run_1/route_heat.png
Scale: 2 px per micron. The die is cut into 33 by 33 equal tiles; dark blue is low, red is high, scaled to the fullest tile. Values are wire area over tile area, all layers added.
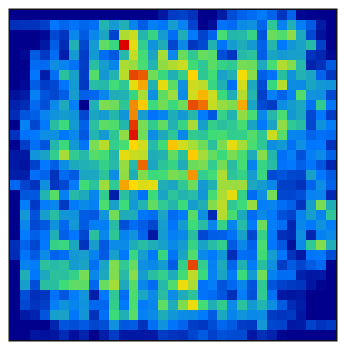
run_1/port_trees.png
Scale: 3 px per micron.
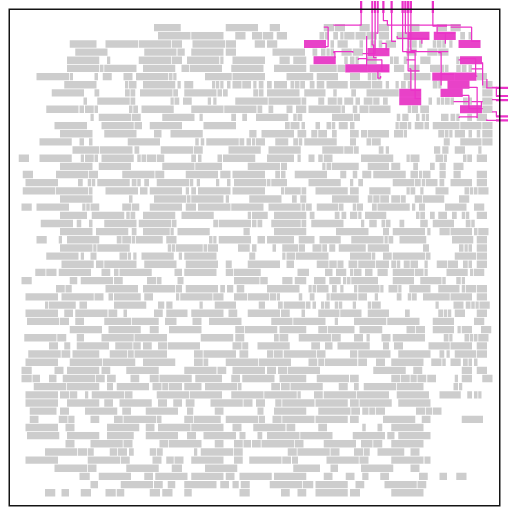
run_1/layers.png
Scale: 2 px per micron. Two of the layers only.
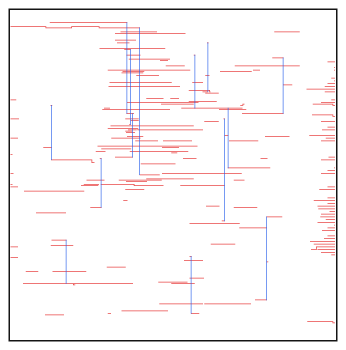
==> config.mk <==
export PLATFORM = sky130hd
export DESIGN_NAME = fetch_unit
export DESIGN_NICKNAME = d
export VERILOG_FILES = /design/src/rtl/fetch_unit.sv
export SDC_FILE = /design/constraint.sdc
export NUM_CORES = 1
export LEC_CHECK = 0
export CAP_MARGIN = 20
export CORE_AREA = 2 2 161 163
export CTS_CLUSTER_DIAMETER = 100
export DETAILED_ROUTE_END_ITERATION = 16
export DIE_AREA = 0 0 163 165
export PLACE_DENSITY_LB_ADDON = 0.1
export SLEW_MARGIN = 20
export SYNTH_ARGS = -nofsm -noshare
export SYNTH_HDL_FRONTEND = slang
export SYNTH_SLANG_ARGS = --single-unit
==> constraint.sdc <==
create_clock -name clk_i -period 5.2 [get_ports clk_i]
set_clock_uncertainty 0.15 [all_clocks]
set_input_delay 0.78 -clock clk_i [delete_from_list [all_inputs] [get_ports clk_i]]
set_output_delay 0.78 -clock clk_i [all_outputs]
set_load 0.02 [all_outputs]
==> CHANGELOG.md, run 1 <==
### Implementation results

- Chip area: 26900 sq um
- Setup Fix Bufs, Post-CTS: 0
- Cell Area, Placed: 14600 sq um
- Yosys chip area: 13200 sq um
- Synth Seq Share: 67.3%
- Drt first pass iters: 5
- Synth Net Count: 1058
- Rows: 58
- CTS clk-pin slew, worst paths: 60 ps
- Critical path arrival: 4210 ps
- First-pass GRT wire length: 45700 microns
- Post-synth EDFFs: 256
- Status: finished clean
- F_max: 0.235 GHz
- Slew headroom: 26.4%
- Logic pwr share: 6.0%
- RePlAce Congestion: 0.800
- Die Y: 165 microns
- Hold path cells: 2
- Initial antenna violation count: 0
- Worst IR Drop VDD: 0.262 mV
- Dominant cell area share: 58.2%
- Die x size: 163 microns
- Via-to-Cell Ratio: 5.58
- Pwr Total: 0.00551 W
- Vias in the first global route: 7700
- N_diodes: 0
- Setup_tns: 0 ps
- Crit end category: flip-flop
- Fraction of layout cells with a size suffix above 1: 10.8%
- Power Dens Cells: 350 nW/um^2
- Number of synthesized register bits: 316
- CP max stage delay: 960 ps
- GR Overflow Total: 0
- Hold Vio Cnt, Final: 0
- Final design area excluding fillers: 15800 sq um
- Resize count post-CTS: 0
- Clock share of power: 42.9%
- OpenROAD warning count: 27
- CTS Hold Bufs: 0
- CTS Buffer Depth: 3
- Drt first-iter violations: 773
- Final setup vio count: 0
- Distinct lib cells: 61
- CTS tree: done
- Sink Count: 316
- Crit Path Category: in -> reg
- Core area: 25000 sq um
- Max cap viols: 0
- Commonest cells post-synth: 256 x edfxtp_1, 129 x nand2_1, 85 x xnor2_1
- Post-route DRC violation count: 0
- Most frequent cell after synthesis: edfxtp_1
- Switching power: 0.00116 W
- Insertion Delay late pin: 500 ps
- H-tree Lvls: 2
- Worst slew pin tran: 1100 ps
- Slowest-stage cell, CP: nor2_4
- Area grow syn2layout: 19.3%
- Asr flop ratio synth: 0%
- Cells in synth_stat.txt: 1002
- CP required: 5160 ps
- R2r worst-path depth: 8
- Mapped Cells: 1002
- Yosys top cell by area: edfxtp_1
- Fin nets: 1172
- Synthesis warning total: 0
- Dominant register cell: edfxtp_1
- Top Layout Cells: 256 x edfxtp_1, 129 x nand2_1, 101 x clkdlybuf4s50_1
- Worst path bufs/invs: 1
- Post-route minimum period: 4250 ps
- TritonCTS buffer count: 34
- Unrepaired setup endpoints after global routing: false
- Sw Share: 21.1%
- Post-layout period usage: 81.7%
- Slew Viols, Final: 0
- Critical Path Start Type: primary input
- Fp util: 52.8%
- Kind of cell adding the most delay to the critical path: simple AND/OR/NAND/NOR gates
- Flop2flop setup slack: 1680 ps
- Avg Synthesized Cell Area: 13.2 sq um
- Inst Count DP: 1409
- Dominant cells by area after synthesis: edfxtp_1 58%, dfxtp_1 9.1%, xnor2_1 5.6%
- Fillers: 1970
- Layout Cells excl Fill: 1471
- Post-DP HPWL: 18500 microns
- Top cell excl fill/tap: edfxtp_1
- Critical path depth in cells: 9
- Pint: 0.00435 W
- Critical Path, Cell by Cell: clkdlybuf4s50_1, xor2_1, nor3_1, nand4_1, o2bb2a_4, nor4b_4, and2_1, nand3_1, nor2_4
- Hold Path Class: reg -> reg
- Largest net degree at the start of global routing: 51
- Leakage power: 5.21 nW
- Netlist Area Pre-Place: 13200 sq um
- Root Buffer: clkbuf_16
- Seq pwr share: 51.1%
Back to the opening pictures, route_heat.png:
The fullest tile reaches 0.57. The mean over all tiles is 0.18. 17% of the tiles are over half the peak. The densest ninth of the die: center. 7.3% of the tiles are nearly empty.
WL per Instance: 20.3 microns
routed vias: 8214

Back to the opening pictures, port_trees.png:
Key: fetch_pc_o = magenta [bits 16, direction output, edge 11 top, 5 right, end cells 16, buffers 16, wire 410 microns]
Port Buffer Count: 102
num ports: 104

Back to the opening pictures, layers.png:
Key: M4 = blue [wire length 481 microns]; M3 = red [wire length 1930 microns]
gr usage total: 22.6%
final wirelength: 29900 microns

run 1: metrics by stage:
stage	hold WS, ps	util (%)	worst slack, ps
after floorplan	286	-	104
after global routing	320	62.9	745
after detailed placement	296	58.4	451
after global placement	291	58.4	475
final	301	62.9	950
after CTS	305	62.9	969
run 1: cell families after synthesis:
logic type,share of synthesized area [%]
and+or+nand+nor,10.0
xor gates and xnor gates,9.65
AOI/OAI and AO/OA,9.36
DFF,67.3
adders and majority gates,0.189
muxes,0.237
buffers and inverters,3.25
run 1: layer usage:
metal | up-vias | GRT usage (%) | part of all wire (%)
met5 | - | 0 | 0
met3 | 36 | 3.01 | 6.5
li1 | 3873 | - | -
met1 | 4026 | 35.3 | 48
met4 | 0 | 5.55 | 1.6
met2 | 279 | 33.7 | 44
run 1: tightest hold or removal path, cell delays in order (launching register included):
cell and delay [ps]:
dfxtp_1 300, nand2_1 50, a21oi_1 50
run 1: power groups by stage:
stage          Combinational, W  Sequential [W]  Clock (W)
2_1_floorplan          0.000160         0.00288          0
3_3_place_gp           0.000330         0.00287          0
3_5_place_dp           0.000333         0.00287          0
4_1_cts                0.000336         0.00282    0.00241
5_1_grt                0.000364         0.00282    0.00250
6_report               0.000332         0.00282    0.00236
run 1: cell type report:
class,count,area [sq um],share of cell area [%]
clock buffer,44,973,6.18
sequential,316,8890,56.4
inverter,18,67.6,0.429
clock inverter,17,131,0.834
timing repair buffer,141,1320,8.38
tap,330,413,2.62
multi-input combinational,605,3960,25.1
run_1/ff_map.png
Scale: 3 px per micron.
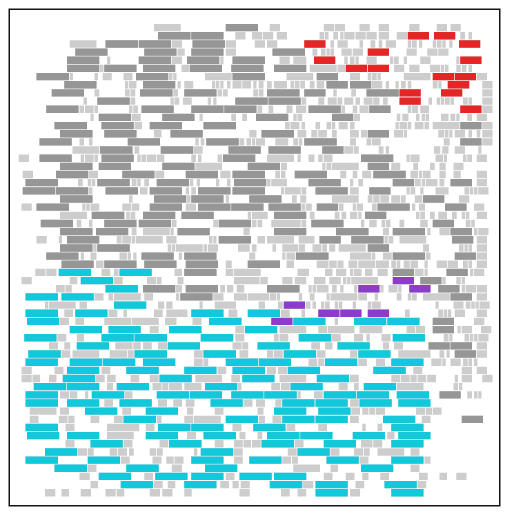

--- run 2 (diff from run 1) ---
--- a/config.mk
+++ b/config.mk
@@ -6,10 +6,10 @@
 export NUM_CORES = 1
 export LEC_CHECK = 0
 export CAP_MARGIN = 20
-export CORE_AREA = 2 2 161 163
+export CORE_AREA = 2 2 160 162
 export CTS_CLUSTER_DIAMETER = 100
 export DETAILED_ROUTE_END_ITERATION = 16
-export DIE_AREA = 0 0 163 165
+export DIE_AREA = 0 0 162 164
 export PLACE_DENSITY_LB_ADDON = 0.1
 export SLEW_MARGIN = 20
 export SYNTH_ARGS = -nofsm -noshare
==> constraint.sdc (replaced) <==
create_clock -name clk_i -period 4.3 [get_ports clk_i]
set_clock_uncertainty 0.15 [all_clocks]
set_input_delay 0.645 -clock clk_i [delete_from_list [all_inputs] [get_ports clk_i]]
set_output_delay 0.645 -clock clk_i [all_outputs]
set_load 0.02 [all_outputs]
run_2/ff_map.png
Scale: 3 px per micron.
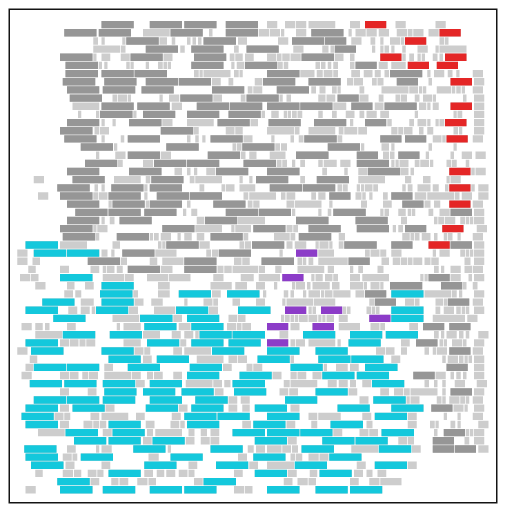
Key: r_btb_valid = purple [sequential cells 8]; r_tag = cyan [sequential cells 128]; fetch_pc_o = red [sequential cells 16, where upper right]
Another 164 sequential cells are not colored.
Seq. pwr: 0.00340 W
Seq area share: 55.9%
final core utilization: 64.1%

run_2/port_trees.png
Scale: 3 px per micron.
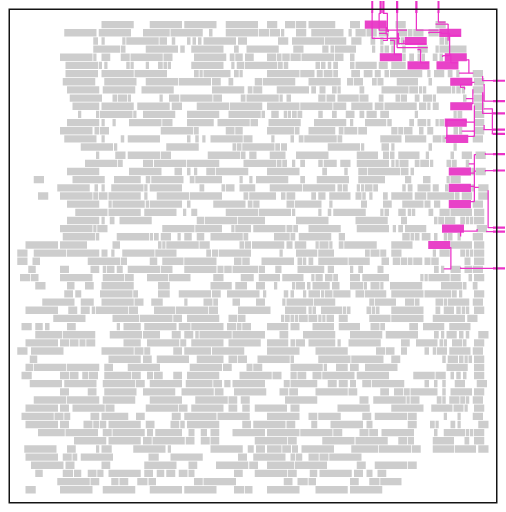
Key: fetch_pc_o = magenta [bits 16, direction output, edge 10 right, 6 top, end cells 16, buffers 16, wire 340 microns]

==> run 2 against run 1 <==
Against the previous run:
- final cell count is 0.61% higher
- flip-flop count stayed put
- synthesized cell count stayed put
- clock-buffer cell count is 7 higher
- worst hold slack hardly changed
- via count is 1.2% lower
- power is 20% higher
- largest cell class unchanged
- highest routed layer unchanged
==> CHANGELOG.md, run 2 <==
### Implementation results

- Drt first-iter violations: 832 (was 773)
- Seq pwr share: 51.4% (was 51.1%)
- Commonest cells post-synth: 256 x edfxtp_1, 129 x nand2_1, 85 x xnor2_1 (unchanged)
- Synth Seq Share: 67.3% (unchanged)
- Port Buffer Count: 102 (unchanged)
- Worst IR Drop VDD: 0.285 mV (was 0.262 mV)
- Vias in the first global route: 7958 (was 7700)
- CTS clk-pin slew, worst paths: 50 ps (was 60 ps)
- RePlAce Congestion: 0.761 (was 0.800)
- Logic area: 3970 sq um (was 3960 sq um)
- Post-synth EDFFs: 256 (unchanged)
- Yosys top cell by area: edfxtp_1 (unchanged)
- Dominant cell area share: 58.2% (unchanged)
- Unrepaired setup endpoints after global routing: false (unchanged)
- Insertion Delay late pin: 500 ps (about the same)
- Num ports: 104 (unchanged)
- Clock share of power: 42.5% (was 42.9%)
- Avg Synthesized Cell Area: 13.2 sq um (unchanged)
- Synth Net Count: 1058 (unchanged)
- Critical path arrival: 3530 ps (was 4210 ps)
- Dominant cells by area after synthesis: edfxtp_1 58%, dfxtp_1 9.1%, xnor2_1 5.6% (unchanged)
- CTS tree: done (unchanged)
- CTS Buffer Depth: 3 (unchanged)
- Fp util: 53.2% (was 52.8%)
- Setup Fix Bufs, Post-CTS: 0 (unchanged)
- R2r worst-path depth: 9 (was 8)
- Die x size: 162 microns (was 163 microns)
- FF+latch area: 8890 sq um (unchanged)
- Via-to-Cell Ratio: 5.48 (was 5.58)
- Die Y: 164 microns (was 165 microns)
- Slew headroom: 34.4% (was 26.4%)
- Area grow syn2layout: 20.4% (was 19.3%)
- Post-DP HPWL: 18300 microns (was 18500 microns)
- Hold path cells: 2 (unchanged)
- Fillers: 1900 (was 1970)
- Sw Share: 20.9% (was 21.1%)
- GR Overflow Total: 0 (unchanged)
- Top cell excl fill/tap: edfxtp_1 (unchanged)
- Critical Path Start Type: primary input (unchanged)
- Asr flop ratio synth: 0% (unchanged)
- Worst path bufs/invs: 3 (was 1)
- Drt first pass iters: 5 (unchanged)
- Initial antenna violation count: 0 (unchanged)
- Critical path depth in cells: 11 (was 9)
- Hold Vio Cnt, Final: 0 (unchanged)
- Sink Count: 316 (unchanged)
- Crit Path Category: in -> reg (unchanged)
- First-pass GRT wire length: 45200 microns (was 45700 microns)
- OpenROAD warning count: 27 (unchanged)
- CP max stage delay: 570 ps (was 960 ps)
- Root Buffer: clkbuf_16 (unchanged)
- Top Layout Cells: 256 x edfxtp_1, 129 x nand2_1, 101 x clkdlybuf4s50_1 (unchanged)
- TritonCTS buffer count: 35 (was 34)
- Crit end category: flip-flop (unchanged)
- Power Dens Cells: 416 nW/um^2 (was 350 nW/um^2)
- Status: finished clean (unchanged)
- Fraction of layout cells with a size suffix above 1: 11.2% (was 10.8%)
- Final design area excluding fillers: 15900 sq um (was 15800 sq um)
- Chip area: 26600 sq um (was 26900 sq um)
- Hold Path Class: reg -> reg (unchanged)
- Most frequent cell after synthesis: edfxtp_1 (unchanged)
- Synthesis warning total: 0 (unchanged)
- Mapped Cells: 1002 (unchanged)
- Min Hold Slack: 301 ps (about the same)
- H-tree Lvls: 2 (unchanged)
- Post-route DRC violation count: 0 (unchanged)
- Largest net degree at the start of global routing: 35 (was 51)
- Core area: 24800 sq um (was 25000 sq um)
- Dominant register cell: edfxtp_1 (unchanged)
- Logic pwr share: 6.1% (was 6.0%)
- Post-layout period usage: 80.0%
run_2/layers.png
Scale: 2 px per micron. Two of the layers only.
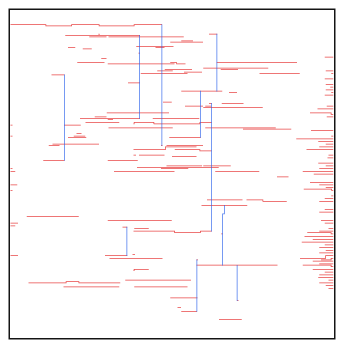
Key: M4 = blue [wire length 349 microns]; M3 = red [wire length 1930 microns]
final wirelength: 28800 microns
routed vias: 8115

==> run 2: cell counts after synthesis <==
Identical to the previous run, type by type.
==> run 2: kinds of logic after synthesis <==
kind of cell	count (synthesis)	share of synthesized area [%]
flops	316	67.3
mux	3	0.237
xor+xnor	143	9.65
fa+ha+maj	2	0.189
compound gates	175	9.36
buf+inv	81	3.25
simple gates	282	10.0
==> run 2: final cells by class <==
| type | count | area share [%] |
|---|---|---|
| Clock buffer | 51 | 6.40 |
| Tap cell | 330 | 2.60 |
| Timing Repair Buffer | 150 | 9.28 |
| Clock inverter | 10 | 0.448 |
| Inverter | 18 | 0.425 |
| Multi-Input combinational cell | 605 | 25.0 |
| Sequential cell | 316 | 55.9 |
==> run 2: power by group through the flow <==
| stage | combinational (W) | sequential (W) | clock [W] |
|---|---|---|---|
| finish | 0.000401 | 0.00340 | 0.00281 |
| global route | 0.000438 | 0.00341 | 0.00299 |
| detailed placement | 0.000403 | 0.00347 | 0 |
| floorplan | 0.000193 | 0.00348 | 0 |
| global placement | 0.000399 | 0.00347 | 0 |
| CTS | 0.000406 | 0.00340 | 0.00287 |
==> run 2: per-stage QoR <==
step | power, W | std cells | util (%) | worst slack (ps)
final | 0.00662 | 1480 | 64.1 | 861
after floorplan | 0.00368 | 1002 | - | 87.9
after detailed placement | 0.00387 | 1419 | 59.7 | 326
after global placement | 0.00387 | 1419 | 59.7 | 352
after CTS | 0.00668 | 1480 | 64.1 | 829
after global routing | 0.00684 | 1480 | 64.1 | 679
==> run 2: metal layers <==
layer	track usage (%)	vias up	routed length, microns
met1	33.7	3950	14000
met3	3.96	28	1930
met2	33.8	247	12600
li1	-	3890	-
met5	0	-	0
met4	4.51	0	349
==> run 2: worst min-delay path, stage by stage (launching register included) <==
cell     delay (ps)
dfxtp_1         300
nand2_1          50
a21oi_1          50
Power figures rest on the tool's default switching activity, not on a simulated workload.
